File: config.mk
export PLATFORM = sky130hd
export DESIGN_NAME = csr_access_unit
export DESIGN_NICKNAME = d
export VERILOG_FILES = /design/src/rtl/csr_access_unit_pkg.sv /design/src/rtl/csr_access_unit_rmw_alu.sv /design/src/rtl/csr_access_unit.sv
export SDC_FILE = /design/constraint.sdc
export NUM_CORES = 1
export LEC_CHECK = 0
export CAP_MARGIN = 20
export CORE_MARGIN = 2
export CORE_UTILIZATION = 50
export CTS_BUF_LIST = sky130_fd_sc_hd__clkbuf_8
export DETAILED_ROUTE_END_ITERATION = 6
export DONT_BUFFER_PORTS = 1
export REMOVE_ABC_BUFFERS = 1
export SYNTH_ARGS = -nofsm -noshare
export SYNTH_HDL_FRONTEND = slang
export SYNTH_SLANG_ARGS = --single-unit
File: constraint.sdc
create_clock -name clk -period 3.2 [get_ports clk]
set_clock_uncertainty 0.1 [all_clocks]
set_input_delay 0.96 -clock clk [delete_from_list [all_inputs] [get_ports clk]]
set_output_delay 0.96 -clock clk [all_outputs]
set_load 0.005 [all_outputs]
File: src/rtl/csr_access_unit_pkg.sv
`default_nettype none
// +-----------------------------------------------------------------------+
// | csr_access_unit_pkg                                                   |
// | Shared Zicsr opcode and sequencer state types for csr_access_unit.   |
// | Rev 1.0 - initial release                                             |
// +-----------------------------------------------------------------------+
package csr_access_unit_pkg;

    typedef enum logic [2:0] {
        CSRRW  = 3'b001,
        CSRRS  = 3'b010,
        CSRRC  = 3'b011,
        CSRRWI = 3'b101,
        CSRRSI = 3'b110,
        CSRRCI = 3'b111
    } csr_op_t;

    typedef enum logic [1:0] {
        IDLE  = 2'd0,
        READ  = 2'd1,
        WRITE = 2'd2,
        RESP  = 2'd3
    } csr_fsm_t;

    // Top two address bits equal to this mark the read-only CSR space.
    localparam logic [1:0] CSR_RO_MASK = 2'b11;

    function automatic logic csr_funct3_legal(input logic [2:0] funct3);
        return funct3[1:0] != 2'b00;
    endfunction

    function automatic logic csr_funct3_is_imm(input logic [2:0] funct3);
        return funct3[2];
    endfunction

    function automatic logic csr_funct3_is_rw(input logic [2:0] funct3);
        return funct3[1:0] == 2'b01;
    endfunction

endpackage : csr_access_unit_pkg
`default_nettype wire

File: src/rtl/csr_access_unit_rmw_alu.sv
`default_nettype none
// +-----------------------------------------------------------------------+
// | csr_rmw_alu                                                           |
// | Combinational new-value computation for CSR read-modify-write.       |
// | Rev 1.0 - initial release                                             |
// +-----------------------------------------------------------------------+
module csr_rmw_alu
    import csr_access_unit_pkg::*;
#(
    parameter int XLEN = 32
) (
    input  csr_op_t         op,
    input  logic [XLEN-1:0] old_val,
    input  logic [XLEN-1:0] operand,
    output logic [XLEN-1:0] new_val
);

    always_comb begin
        new_val = operand;
        case (op)
            CSRRW, CSRRWI: new_val = operand;
            CSRRS, CSRRSI: new_val = old_val | operand;
            CSRRC, CSRRCI: new_val = old_val & ~operand;
            default:       new_val = operand;
        endcase
    end

endmodule : csr_rmw_alu
`default_nettype wire

File: src/rtl/csr_access_unit.sv
`default_nettype none
// +-----------------------------------------------------------------------+
// | csr_access_unit                                                       |
// | Sequenced read-modify-write initiator for one Zicsr instruction.     |
// | Optional: CSR_ACCESS_RO_TRAP_EN traps writes to read-only CSR space. |
// | Rev 1.0 - initial release                                             |
// +-----------------------------------------------------------------------+
module csr_access_unit
    import csr_access_unit_pkg::*;
#(
    parameter int XLEN   = 32,
    parameter int ADDR_W = 12
) (
    input  logic              clk,
    input  logic              rst,
    input  logic              req_valid,
    output logic              req_ready,
    input  logic [2:0]        req_funct3,
    input  logic [ADDR_W-1:0] req_addr,
    input  logic [XLEN-1:0]   req_rs1_val,
    input  logic [4:0]        req_uimm,
    output logic              resp_valid,
    input  logic              resp_ready,
    output logic [XLEN-1:0]   resp_rdata,
    output logic              resp_illegal,
    output logic [ADDR_W-1:0] csr_addr,
    output logic              csr_wr,
    output logic [XLEN-1:0]   csr_wrdata,
    input  logic [XLEN-1:0]   csr_rdata
);

    csr_fsm_t        state;
    csr_fsm_t        state_next;
    csr_op_t         r_op;
    logic [XLEN-1:0] r_operand;
    logic            r_we;

    logic            w_accept;
    logic            w_legal;
    logic            w_we;
    logic [XLEN-1:0] w_operand;
    logic [XLEN-1:0] w_new;
    logic            w_ro_trap;

    assign w_accept  = req_valid && (state == IDLE);
    assign w_legal   = csr_funct3_legal(req_funct3);
    // A zero rs1 field (x0 or uimm 0) suppresses the write for set/clear forms.
    assign w_we      = csr_funct3_is_rw(req_funct3) || (req_uimm != 5'd0);
    assign w_operand = csr_funct3_is_imm(req_funct3) ? {{(XLEN-5){1'b0}}, req_uimm}
                                                     : req_rs1_val;

`ifdef CSR_ACCESS_RO_TRAP_EN
    assign w_ro_trap = r_we && (csr_addr[ADDR_W-1 -: 2] == CSR_RO_MASK);
`else
    assign w_ro_trap = 1'b0;
`endif

    csr_rmw_alu #(
        .XLEN (XLEN)
    ) u_rmw_alu (
        .op      (r_op),
        .old_val (csr_rdata),
        .operand (r_operand),
        .new_val (w_new)
    );

    always_ff @(posedge clk) begin
        if (rst) begin
            state <= IDLE;
        end else begin
            state <= state_next;
        end
    end

    always_comb begin
        state_next = state;
        req_ready  = 1'b0;
        resp_valid = 1'b0;
        csr_wr     = 1'b0;
        case (state)
            IDLE: begin
                req_ready = 1'b1;
                if (w_accept) begin
                    state_next = w_legal ? READ : RESP;
                end
            end
            READ: begin
                state_next = (r_we && !w_ro_trap) ? WRITE : RESP;
            end
            WRITE: begin
                csr_wr     = !rst;
                state_next = RESP;
            end
            RESP: begin
                resp_valid = 1'b1;
                if (resp_ready) begin
                    state_next = IDLE;
                end
            end
            default: state_next = IDLE;
        endcase
    end

    always_ff @(posedge clk) begin
        if (rst) begin
            r_op         <= CSRRW;
            r_operand    <= '0;
            r_we         <= 1'b0;
            csr_addr     <= '0;
            csr_wrdata   <= '0;
            resp_rdata   <= '0;
            resp_illegal <= 1'b0;
        end else begin
            case (state)
                IDLE: begin
                    if (w_accept) begin
                        if (w_legal) begin
                            r_op         <= csr_op_t'(req_funct3);
                            r_operand    <= w_operand;
                            r_we         <= w_we;
                            csr_addr     <= req_addr;
                            resp_illegal <= 1'b0;
                        end else begin
                            r_we         <= 1'b0;
                            resp_rdata   <= '0;
                            resp_illegal <= 1'b1;
                        end
                    end
                end
                READ: begin
                    if (w_ro_trap) begin
                        resp_rdata   <= '0;
                        resp_illegal <= 1'b1;
                    end else begin
                        resp_rdata <= csr_rdata;
                        if (r_we) begin
                            csr_wrdata <= w_new;
                        end
                    end
                end
                default: ;
            endcase
        end
    end

endmodule : csr_access_unit
`default_nettype wire

Fig. 1: run 1, a small window of the routed layout
Window x 61 to 91, y 10 to 40 µm. Cells in grey, sequential cells in the stronger grey; small squares are vias.
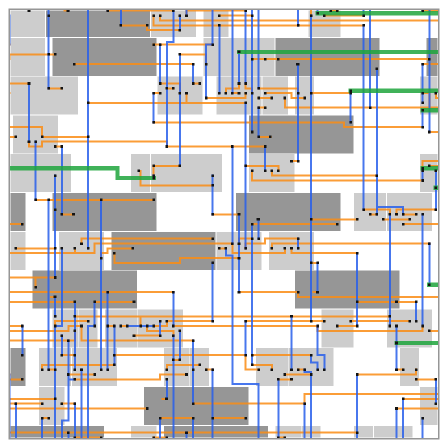
| layer | colour |
|---|---|
| metal 2 | blue |
| metal 3 | green |
| metal 1 | orange |
netlist names of flops here include: r_operand (7), csr_wrdata (3)
cells with their middle in the window: 48
most frequent: dfxtp_1 (10), a221oi_1 (7)
sequential cells in the window: 10

Fig. 2: run 1, clock nets
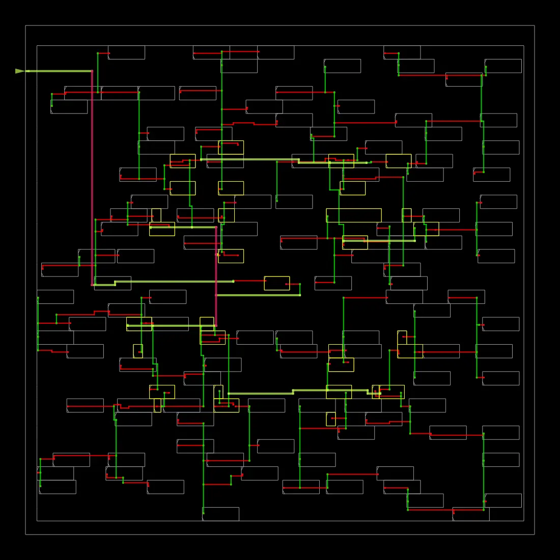
Clock net power: 1.23 mW
clock latency at the later pin of the worst-skew pair: 0.41 ns

==> impl_metrics.yaml, run 1 <==
# physical design summary
status:
  status: "completed"
route:
  post_drt_via_cell_ratio: 5.91
synth:
  synth.cellmix.adderShare: 0.0130
  yosysUniqueCellTypes: 35
  yosys.stat.seqShare: 0.476
  top_area_cell: "sky130_fd_sc_hd__dfxtp_1"
  synth_largest_type_area_fraction: 0.476
  yosys.cell_count.top_type: "sky130_fd_sc_hd__dfxtp_1"
power:
  powerComb_mw: 0.915
  pg_seq_mw: 1.76
floorplanning:
  boundaryPins: 168
  die-area_mm2: 0.0104
place:
  place.detailed.instances: 624
  placedInstanceArea_mm2: 0.00479
  portBuffers: 0
  half_perimeter_wire_length_of_the_detailed_placement_result_um: 7890
critical_path:
  worst_path_max_delay_cell: "sky130_fd_sc_hd__nand4bb_4"
  crit_path_start: "state[0]"
  critPathTopFamily: "buffers and inverters"
  r2r-start: "state[0]"
  critical_path_peak_fanout: 36
sta:
  period_used_share: 0.750
  hold_viol: 0
  unrepaired_setup_endpoints_after_global_routing: "false"
global_route:
  via_count_of_the_first_global_routing_pass: 3672
  grt_use_total: 0.232
hold_path:
  worstHoldPathCells: 2
clock_network:
  cts_setup_buffers: 0
  path_clk_slew_ns: 0.07
finish:
  final_layout_size_suffix_gt1_frac: 0.0871
Fig. 3: run 1, clock wires, drivers and flops
Bar = 20 µm.
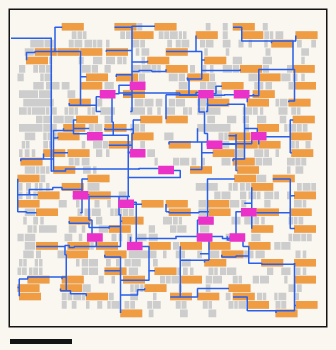
[clock drivers] magenta | count: 17
[flip-flops] orange | count: 114
[clock wires] blue | length: 1,370 µm
flops lie: spread over the die
power share of the clock group: 0.314

[run 1: layer usage]
metal	up-vias	track usage	routed length, µm	part of all wire
met5	-	0	0	0
met4	0	0.0759	145	0.012
met3	12	0.0882	1150	0.094
met2	154	0.367	5740	0.47
met1	1841	0.292	5250	0.43
li1	1877	-	-	-
[run 1: registers in the layout, indices dropped and copies added (netlist names)]
register	cells
r_we	1
state	2
csr_addr	12
r_operand	32
csr_wrdata	32
r_op	2
resp_illegal	1
resp_rdata	32
[run 1: area by class of cell]
cell class	count	area, µm²
sequential	114	2280
fill	896	4110
tap	129	161
inverter	4	15.0
multi-input combinational	369	2250
timing repair buffer	9	97.6
clock buffer	20	275
clock inverter	12	91.3
## Run 2: what changed since run 1
==> constraint.sdc (replaced) <==
create_clock -name clk -period 2.4 [get_ports clk]
set_clock_uncertainty 0.1 [all_clocks]
set_input_delay 0.72 -clock clk [delete_from_list [all_inputs] [get_ports clk]]
set_output_delay 0.72 -clock clk [all_outputs]
set_load 0.005 [all_outputs]
Fig. 4: run 2, a small window of the routed layout
Window x 61 to 91, y 10 to 40 µm. Cells in grey, sequential cells in the stronger grey; small squares are vias.
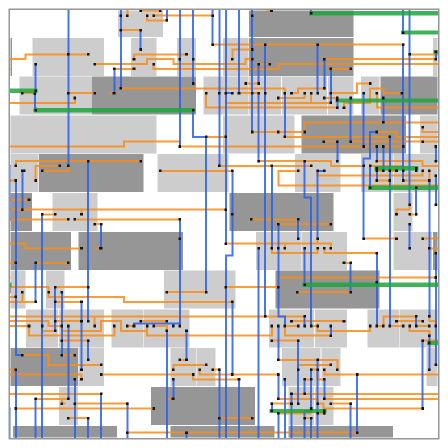
| layer | colour |
|---|---|
| metal 3 | green |
| metal 2 | blue |
| metal 1 | orange |
cells with their middle in the window: 56
netlist names of flops here include: csr_wrdata (6), r_operand (6)
most frequent: dfxtp_1 (12), a221oi_1 (7)
sequential cells in the window: 12

Fig. 5: run 2, cell sizes after repair
Bar = 20 µm.
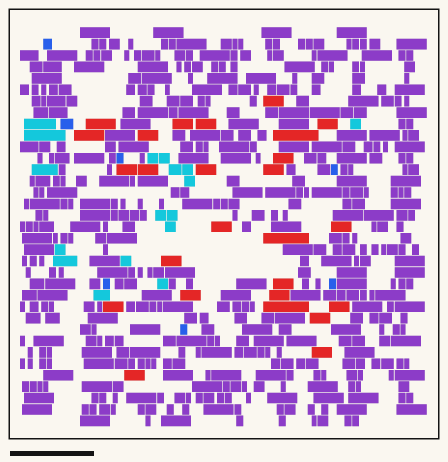
| size | colour | cells | share | most used |
|---|---|---|---|---|
| _0 and _1 cells | purple | 480 | 91% | dfxtp_1 |
| _6 and larger | red | 26 | 4.9% | clkbuf_8 |
| _2 cells | blue | 7 | 1.3% | clkinv_2 |
| _3 and _4 cells | cyan | 17 | 3.2% | buf_4 |
area delta synth->final: 9.39%
cell area after layout: 0.00525 mm²

==> impl_metrics.yaml, run 2 <==
# physical design summary
status:
  status: "completed"
hold_path:
  worstHoldPathCells: 1
finish:
  area_share_clock_buf_inv: 0.0801
  nFillCells: 836
  final_layout_size_suffix_gt1_frac: 0.0943
  design.seq.count: 114
  seq-cell-share: 0.435
  nNonClkBuffers: 12
  regArea_mm2: 0.00228
floorplanning:
  boundaryPins: 168
  n_tap_cell: 129
clock_network:
  path_clk_slew_ns: 0.07
  cts_setup_buffers: 0
  clk-insertion-delay-late_ns: 0.41
synth:
  yosys.stat.seqShare: 0.476
  synth.cellmix.adderShare: 0.0130
  synth_largest_type_area_fraction: 0.476
  yosysUniqueCellTypes: 35
  top_area_cell: "sky130_fd_sc_hd__dfxtp_1"
route:
  highest_routed_layer: "met4"
  met2RoutedLength_um: 5790
  wl_met1_um: 5070
place:
  placedInstanceArea_mm2: 0.00483
  portBuffers: 0
sta:
  unrepaired_setup_endpoints_after_global_routing: "false"
  hold_viol: 0
critical_path:
  critPathTopFamily: "simple AND/OR/NAND/NOR gates"
  r2r-start: "state[0]"
global_route:
  via_count_of_the_first_global_routing_pass: 3673
-- run 2: power groups by stage --
stage / clock network [mW] / registers, mW / logic, mW
after floorplan: 0 / 2.34 / 0.877
after global placement: 0 / 2.38 / 1.20
after detailed placement: 0 / 2.39 / 1.25
after CTS: 1.92 / 2.35 / 1.25
after global routing: 2.00 / 2.38 / 1.40
final: 1.88 / 2.35 / 1.24
-- run 2: worst max-delay path by stage --
stage          startpoint       endpoint  cells past startpoint
2_1_floorplan    state[0]  resp_rdata[0]                      5
3_3_place_gp     state[0]  r_operand[20]                      5
3_5_place_dp     state[0]  r_operand[11]                      5
4_1_cts          state[0]  r_operand[11]                      5
5_1_grt          state[0]  r_operand[11]                      5
6_report         state[0]  r_operand[11]                      5
## Run 3: what changed since run 2
--- a/config.mk
+++ b/config.mk
@@ -14,4 +14,5 @@
 export REMOVE_ABC_BUFFERS = 1
 export SYNTH_ARGS = -nofsm -noshare
 export SYNTH_HDL_FRONTEND = slang
+export SYNTH_HIERARCHICAL = 1
 export SYNTH_SLANG_ARGS = --single-unit
Fig. 6: run 3, clock nets
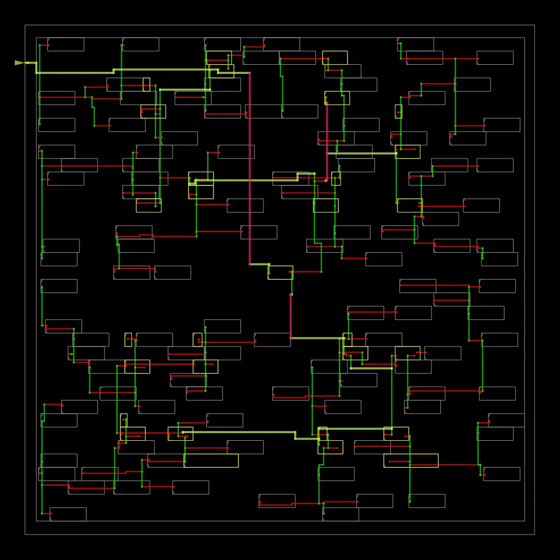
clk sink count: 114
clock buf count: 20

Fig. 7: run 3, a small window of the routed layout
Window x 62 to 92, y 11 to 41 µm. Cells in grey, sequential cells in the stronger grey; small squares are vias.
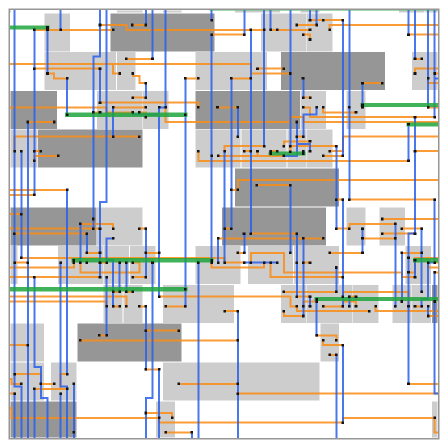
| layer | colour |
|---|---|
| metal 1 | orange |
| metal 3 | green |
| metal 2 | blue |
most frequent: nand2_1 (10), a21oi_1 (10), dfxtp_1 (9)
sequential cells in the window: 9
cells with their middle in the window: 48
netlist names of flops here include: r_operand (5), csr_wrdata (3)

==> impl_metrics.yaml, run 3 <==
# physical design summary
status:
  status: "completed"
route:
  met2RoutedLength_um: 5830
  wl_met1_um: 5210
  post_drt_via_cell_ratio: 5.68
  met3WireLength_um: 1140
  highest_routed_layer: "met4"
critical_path:
  critPathTopFamily: "simple AND/OR/NAND/NOR gates"
  worst_path_max_delay_cell: "sky130_fd_sc_hd__nor2_4"
  cp_num_cells: 5
  critical_path_peak_fanout: 28
clock_network:
  clk-insertion-delay-late_ns: 0.42
  path_clk_slew_ns: 0.07
  cts_setup_buffers: 0
sta:
  hold_viol: 0
  unrepaired_setup_endpoints_after_global_routing: "false"
global_route:
  met1_usage: 0.272
  grt_most_used_layer: "met2"
  global_route.usage.met3: 0.103
  via_count_of_the_first_global_routing_pass: 3791
  grt_use_total: 0.232
finish:
  final_layout_size_suffix_gt1_frac: 0.137
  nFillCells: 909
  reg_top3: "csr_wrdata: 32 flops, r_operand: 32 flops, resp_rdata: 32 flops"
  area_delta_synth_final_pct: 6.97
  finish.instance_area_mm2: 0.00526
place:
  place.detailed.instances: 665
  placedInstanceArea_mm2: 0.00489
  portBuffers: 0
floorplanning:
  boundaryPins: 168
hold_path:
  worstHoldPathCells: 1
-- run 3: area by class of cell --
type                       count  area, µm²  share of cell area
clock buffer                  20        275              0.0523
clock inverter                10       95.1              0.0181
inverter                       4       15.0             0.00285
multi-input combinational    401       2330               0.443
sequential                   114       2280               0.434
tap                          133        166              0.0316
timing repair buffer          13       97.6              0.0185
-- run 3: final timing paths --
path / startpoint / end / slack, ns
setup / recovery: state[0] / r_operand[24] / 0.21
hold / removal: rst / csr_wrdata[15] / 0.27
setup reg to reg: state[0] / r_operand[24] / 0.21
hold reg to reg: csr_wrdata[29] / csr_wrdata[29] / 0.37
-- run 3: power by group --
part	internal, mW	total (mW)	switching [mW]
clock	0.970	1.68	0.707
combinational	0.421	1.21	0.784
sequential	2.08	2.24	0.155
Power is estimated from default activity; no workload was simulated.
